Placed standard cells:
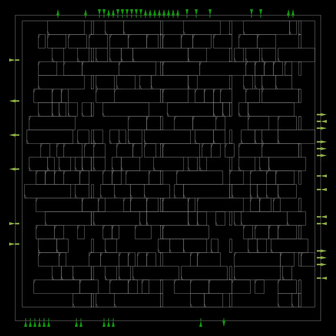
Close-up of the layout:
Window x 10 to 50, y 10 to 50 um. Cells in grey, sequential cells in the stronger grey; small squares are vias.
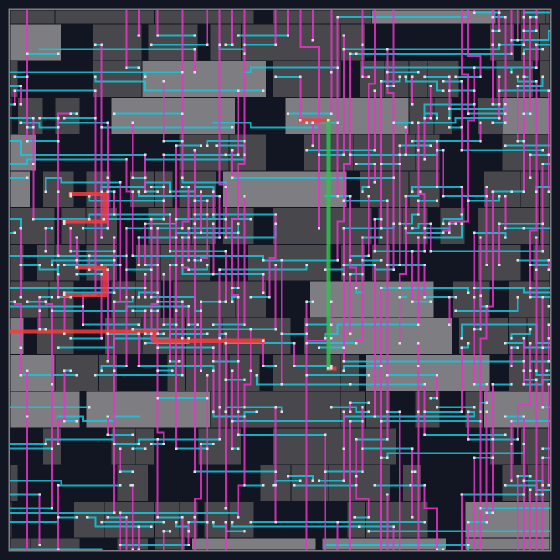
Metal 2:
(6 px per um) Cells faint in the background.
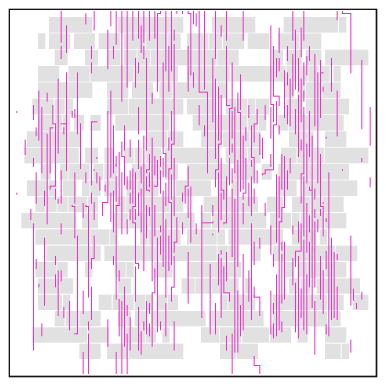
<file path="config.mk">
export PLATFORM = sky130hd
export DESIGN_NAME = mem_copy_engine
export DESIGN_NICKNAME = d
export VERILOG_FILES = /design/src/rtl/mem_copy_engine.sv
export SDC_FILE = /design/constraint.sdc
export NUM_CORES = 1
export LEC_CHECK = 0
export CAP_MARGIN = 20
export CORE_UTILIZATION = 46
export CTS_BUF_LIST = sky130_fd_sc_hd__clkbuf_8
export CTS_CLUSTER_DIAMETER = 80
export CTS_CLUSTER_SIZE = 16
export DETAILED_ROUTE_END_ITERATION = 7
export PLACE_DENSITY_LB_ADDON = 0.08
export SLEW_MARGIN = 25
export SYNTH_ARGS = -nofsm -noshare
export SYNTH_HDL_FRONTEND = slang
export SYNTH_SLANG_ARGS = --single-unit
</file>
<file path="constraint.sdc">
create_clock -name clk -period 2.5 [get_ports clk]
set_clock_uncertainty 0.15 [all_clocks]
set_input_delay 0.5 -clock clk [delete_from_list [all_inputs] [get_ports clk]]
set_output_delay 0.5 -clock clk [all_outputs]
set_load 0.05 [all_outputs]
</file>
<file path="src/rtl/mem_copy_engine.sv">
// rtl/mem_copy_engine.sv - block-copy initiator for the shared data-memory port
//
// Purpose:
//   Moves a run of 8-bit words from a source region to a destination region of
//   the data memory without CPU involvement. Each word takes one READ cycle
//   (address = src) and one WRITE cycle (address = dst, data = registered read
//   data). The engine drives the memory port only while busy; an external mux
//   selected by busy hands the port back to the datapath otherwise.
//
// Optional feature:
//   MEM_COPY_FILL_EN - adds fillMode/fillValue. With fillMode=1 the READ phase
//   is skipped and fillValue is written to every destination word.
//
// Ports:
//   clk          in   clock, rising edge
//   RST          in   asynchronous active-high reset
//   start        in   launch a copy (sampled in IDLE only)
//   abort        in   stop an active copy (sampled in READ/WRITE)
//   srcAddr      in   source base, bits [AW-1:0] used
//   dstAddr      in   destination base, bits [AW-1:0] used
//   length       in   word count, saturates to MEM_WORDS
//   fillMode     in   (MEM_COPY_FILL_EN) write fillValue instead of copying
//   fillValue    in   (MEM_COPY_FILL_EN) constant written in fill mode
//   busy         out  high in READ and WRITE
//   done         out  one-cycle completion pulse
//   wordsDone    out  words written in the current or last copy
//   memAddress   out  memory address, upper 8-AW bits always 0
//   memWriteData out  memory write data
//   MemRead      out  memory read strobe
//   MemWrite     out  memory write strobe
//   memReadData  in   registered memory read data (valid the cycle after MemRead)

module mem_copy_engine #(
  parameter int MEM_WORDS = 32,
  parameter int AW        = 5
) (
  input  logic       clk,
  input  logic       RST,
  input  logic       start,
  input  logic       abort,
  input  logic [7:0] srcAddr,
  input  logic [7:0] dstAddr,
  input  logic [5:0] length,
`ifdef MEM_COPY_FILL_EN
  input  logic       fillMode,
  input  logic [7:0] fillValue,
`endif
  output logic       busy,
  output logic       done,
  output logic [5:0] wordsDone,
  output logic [7:0] memAddress,
  output logic [7:0] memWriteData,
  output logic       MemRead,
  output logic       MemWrite,
  input  logic [7:0] memReadData
);

  typedef enum logic [1:0] {
    S_IDLE  = 2'd0,
    S_READ  = 2'd1,
    S_WRITE = 2'd2,
    S_DONE  = 2'd3
  } state_t;

  localparam logic [6:0] MAX_LEN = 7'(MEM_WORDS);

  state_t        state;
  state_t        state_next;
  logic [AW-1:0] src_q;
  logic [AW-1:0] dst_q;
  logic [5:0]    len_q;
  logic [5:0]    words_q;
  logic [5:0]    length_sat;
  logic          last_word;
  logic          fill_active;

  // Only the low AW address bits are significant; the rest are dropped.
  logic unused_addr_bits;
  assign unused_addr_bits = ^{srcAddr[7:AW], dstAddr[7:AW]};

  assign length_sat = ({1'b0, length} > MAX_LEN) ? MAX_LEN[5:0] : length;

  // The word being written in this WRITE cycle is the final one of the run.
  assign last_word = (words_q + 6'd1) == len_q;

`ifdef MEM_COPY_FILL_EN
  logic       fill_mode_q;
  logic [7:0] fill_value_q;

  always_ff @(posedge clk or posedge RST) begin
    if (RST) begin
      fill_mode_q  <= 1'b0;
      fill_value_q <= 8'd0;
    end else if (state == S_IDLE && start) begin
      fill_mode_q  <= fillMode;
      fill_value_q <= fillValue;
    end
  end

  assign fill_active = fill_mode_q;
`else
  assign fill_active = 1'b0;
`endif

  // State register plus the address/count registers the outputs decode from.
  always_ff @(posedge clk or posedge RST) begin
    if (RST) begin
      state   <= S_IDLE;
      src_q   <= '0;
      dst_q   <= '0;
      len_q   <= 6'd0;
      words_q <= 6'd0;
    end else begin
      state <= state_next;
      case (state)
        S_IDLE: begin
          if (start) begin
            src_q   <= srcAddr[AW-1:0];
            dst_q   <= dstAddr[AW-1:0];
            len_q   <= length_sat;
            words_q <= 6'd0;
          end
        end
        S_WRITE: begin
          // AW-bit arithmetic gives the modulo-MEM_WORDS wrap for free.
          src_q   <= src_q + AW'(1);
          dst_q   <= dst_q + AW'(1);
          words_q <= words_q + 6'd1;
        end
        default: ;
      endcase
    end
  end

  // Next-state logic.
  always_comb begin
    state_next = state;
    case (state)
      S_IDLE: begin
        if (start) begin
          if (length_sat == 6'd0) begin
            state_next = S_DONE;
          end else begin
`ifdef MEM_COPY_FILL_EN
            state_next = fillMode ? S_WRITE : S_READ;
`else
            state_next = S_READ;
`endif
          end
        end
      end
      S_READ: begin
        // An abort here discards the read: nothing is written for it.
        state_next = abort ? S_DONE : S_WRITE;
      end
      S_WRITE: begin
        // The write in this cycle completes and is counted even on abort.
        if (abort || last_word) begin
          state_next = S_DONE;
        end else begin
          state_next = fill_active ? S_WRITE : S_READ;
        end
      end
      S_DONE: begin
        state_next = S_IDLE;
      end
      default: begin
        state_next = S_IDLE;
      end
    endcase
  end

  // Memory-side outputs decode directly from the flops so an asynchronous
  // reset drops the strobes immediately.
  always_comb begin
    busy         = 1'b0;
    done         = 1'b0;
    memAddress   = 8'd0;
    memWriteData = 8'd0;
    MemRead      = 1'b0;
    MemWrite     = 1'b0;
    case (state)
      S_READ: begin
        busy       = 1'b1;
        MemRead    = 1'b1;
        memAddress = {{(8-AW){1'b0}}, src_q};
      end
      S_WRITE: begin
        busy       = 1'b1;
        MemWrite   = 1'b1;
        memAddress = {{(8-AW){1'b0}}, dst_q};
`ifdef MEM_COPY_FILL_EN
        memWriteData = fill_active ? fill_value_q : memReadData;
`else
        memWriteData = memReadData;
`endif
      end
      S_DONE: begin
        done = 1'b1;
      end
      default: ;
    endcase
  end

  assign wordsDone = words_q;

endmodule

</file>
==> run notes <==
run metrics: data arrival time of the critical path=1.70 ns, post-synthesis area per instance=8.690 um^2, synth cell count leaders=24 x sky130_fd_sc_hd__dfrtp_1, 23 x sky130_fd_sc_hd__o21ai_0, 17 x sky130_fd_sc_hd__a21oi_1, 17 x sky130_fd_sc_hd__nand2_1, Well-Tap Cells=46, post-layout worst setup margin=0.1550 ns, most repeated cell in the gate-level netlist after synthesis=sky130_fd_sc_hd__dfrtp_1, drt first-iter violations=75, terminating pin of the worst hold path=len_q[4], quantity of gates resized following cts=0, grt met3 use=3.838%, hold violation total from the final report=0, wire length of the first global-routing pass=6403 um, number of buffer cells added on primary ports=50, critical path buffer and inverter count=1, most instantiated logic cells after routing=34 x sky130_fd_sc_hd__clkdlybuf4s50_1, 24 x sky130_fd_sc_hd__dfrtp_1, 23 x sky130_fd_sc_hd__o21ai_0, 17 x sky130_fd_sc_hd__nand2_1, 17 x sky130_fd_sc_hd__a21oi_1, instance area after placement=0.002282 mm^2, final weighted congestion in routability-driven placement=0.8463, cell with the largest stage delay on the worst path=sky130_fd_sc_hd__clkdlybuf4s50_1, number of nets in the layout=275, part of the Yosys area used for sequential elements=37.56%, DR vias=1511, sequential share of power=23.3%, via/cell ratio=5.416, Comb pwr share=67.0%, overall die area=0.003716 mm^2, yosys warning tally=0, fraction of area in multi-input gates=40.18%, proportion of synthesized flip-flops having asynchronous set or reset=100.0%, fraction of final layout cells sized beyond drive strength 1=14.59%, number of antenna violations at the first check in global routing=0, P_clk=0.341 mW, Register-to-Register Setup Slack=0.29 ns, Static Leakage=0.9755 nW, flip-flop and latch power=0.821 mW, DRC violations left=0, WS Path Type=flop to output pin, met2 wire length=2123 um, number of logged tool warnings=35, dominant kind of cell=multi-input combinational cells, MUX share of area=5.243%, share of synthesized cell area in and, or, nand and nor gates=21.83%, part of the total power dissipated in the clock network=9.7%, number of setup violations in the final report=0, Die Y-Extent=60.96 um, HPWL reported at the end of detailed placement=3071 um, power per standard cell area=1492 mW/mm^2, Yosys cell types=38, power in combinational cells=2.36 mW, non-clock buffer instance count of the final layout=54, dominant cell type by area after synthesis=sky130_fd_sc_hd__dfrtp_1, Period Utilization, post-route=93.80%, cell total after placement=275, clock insertion delay at the later pin of the skew report=0.27 ns, ANT cells=0, FF-to-FF End=src_q[4], CP max stage delay=0.79 ns, post-route cell area=0.002364 mm^2, maximum level of the CTS H-tree=1, vias in the first global route=1412, Multi-In Gates=146, Clk pin slew, worst setup/hold paths=0.09 ns, Chip Area, Yosys=0.001599 mm^2, number of clock sinks=24, Crit path required time=1.85 ns, # hold bufs at CTS=0, hold crit path type=flop to flop, count of pins over their slew limit=0, EDFF count, synth=0, largest fanout of any net on the critical path=4, area share of the largest cell type after synthesis=37.56%, number of inserted filler cells in the final layout=275, most common flop cell mapped by yosys=sky130_fd_sc_hd__dfrtp_1, run status=finished clean, launching element of the worst setup path=state[1], sequential fraction of total cell area=25.41%, I/O Pins=60, uppermost routed layer=met4, chain of cells forming the critical path=ha_1, clkdlybuf4s50_1, non-clock buffering overhead in the final layout=28.16%, startpoint of the tightest hold check path=len_q[4], met1 usage=27.53%, Comb gate area=949.7 um^2, Routed wire per std cell=14.44 um, maximum number of pins on one net before global-route repair=25, RSZ-0062 raised after global routing=false, routed length on met3=122 um, instance count of the mapped netlist=184, Worst Hold Margin=0.3611 ns, r2r startpoint=state[0], GRT Overall Usage=23.73%, Post-Synth XOR/XNOR Area=2.191%, setup TNS=0 ns, number of buffers on the longest clock path=2, area occupied by registers=600.6 um^2, netlist area before placement=0.001599 mm^2, total power consumption of the routed design=3.526 mW, depth of the critical timing path with buffers and inverters included=2, top cells by area, synth=sky130_fd_sc_hd__dfrtp_1 38%, sky130_fd_sc_hd__o21ai_0 7.2%, sky130_fd_sc_hd__ha_1 5.5%, tally of non-filler cells in the final layout=279, net switching power=1.726 mW, cell count in the Yosys report=184, Floorplan Core Area=0.003337 mm^2, Sw Ratio=48.94%, met1 WL=1738 um, Die X=60.96 um, endpoint class of the critical path=output pin, inverters=5, number of cells on the worst reg-to-reg path=6, internal power of the cells=1.801 mW
Notes on 'placed standard cells' above:
number of sequential storage elements: 24
share of the core filled with cells in the final layout: 70.83%

Notes on 'close-up of the layout' above:
colour	layer
green	metal 4
magenta	metal 2
cyan	metal 1
red	metal 3
cells with their middle in the window	120
netlist names of flops here include	dst_q (3), src_q (3), len_q (2)
sequential cells in the window	11
most frequent	o21ai_0 (14), a21oi_1 (13), dfrtp_1 (11)

Notes on 'metal 2' above:
nets with wire on the layer	229
main direction	vertical
wire length on this layer	2120 um
longest straight run	28.6 um

Power and IR drop assume default switching activity.
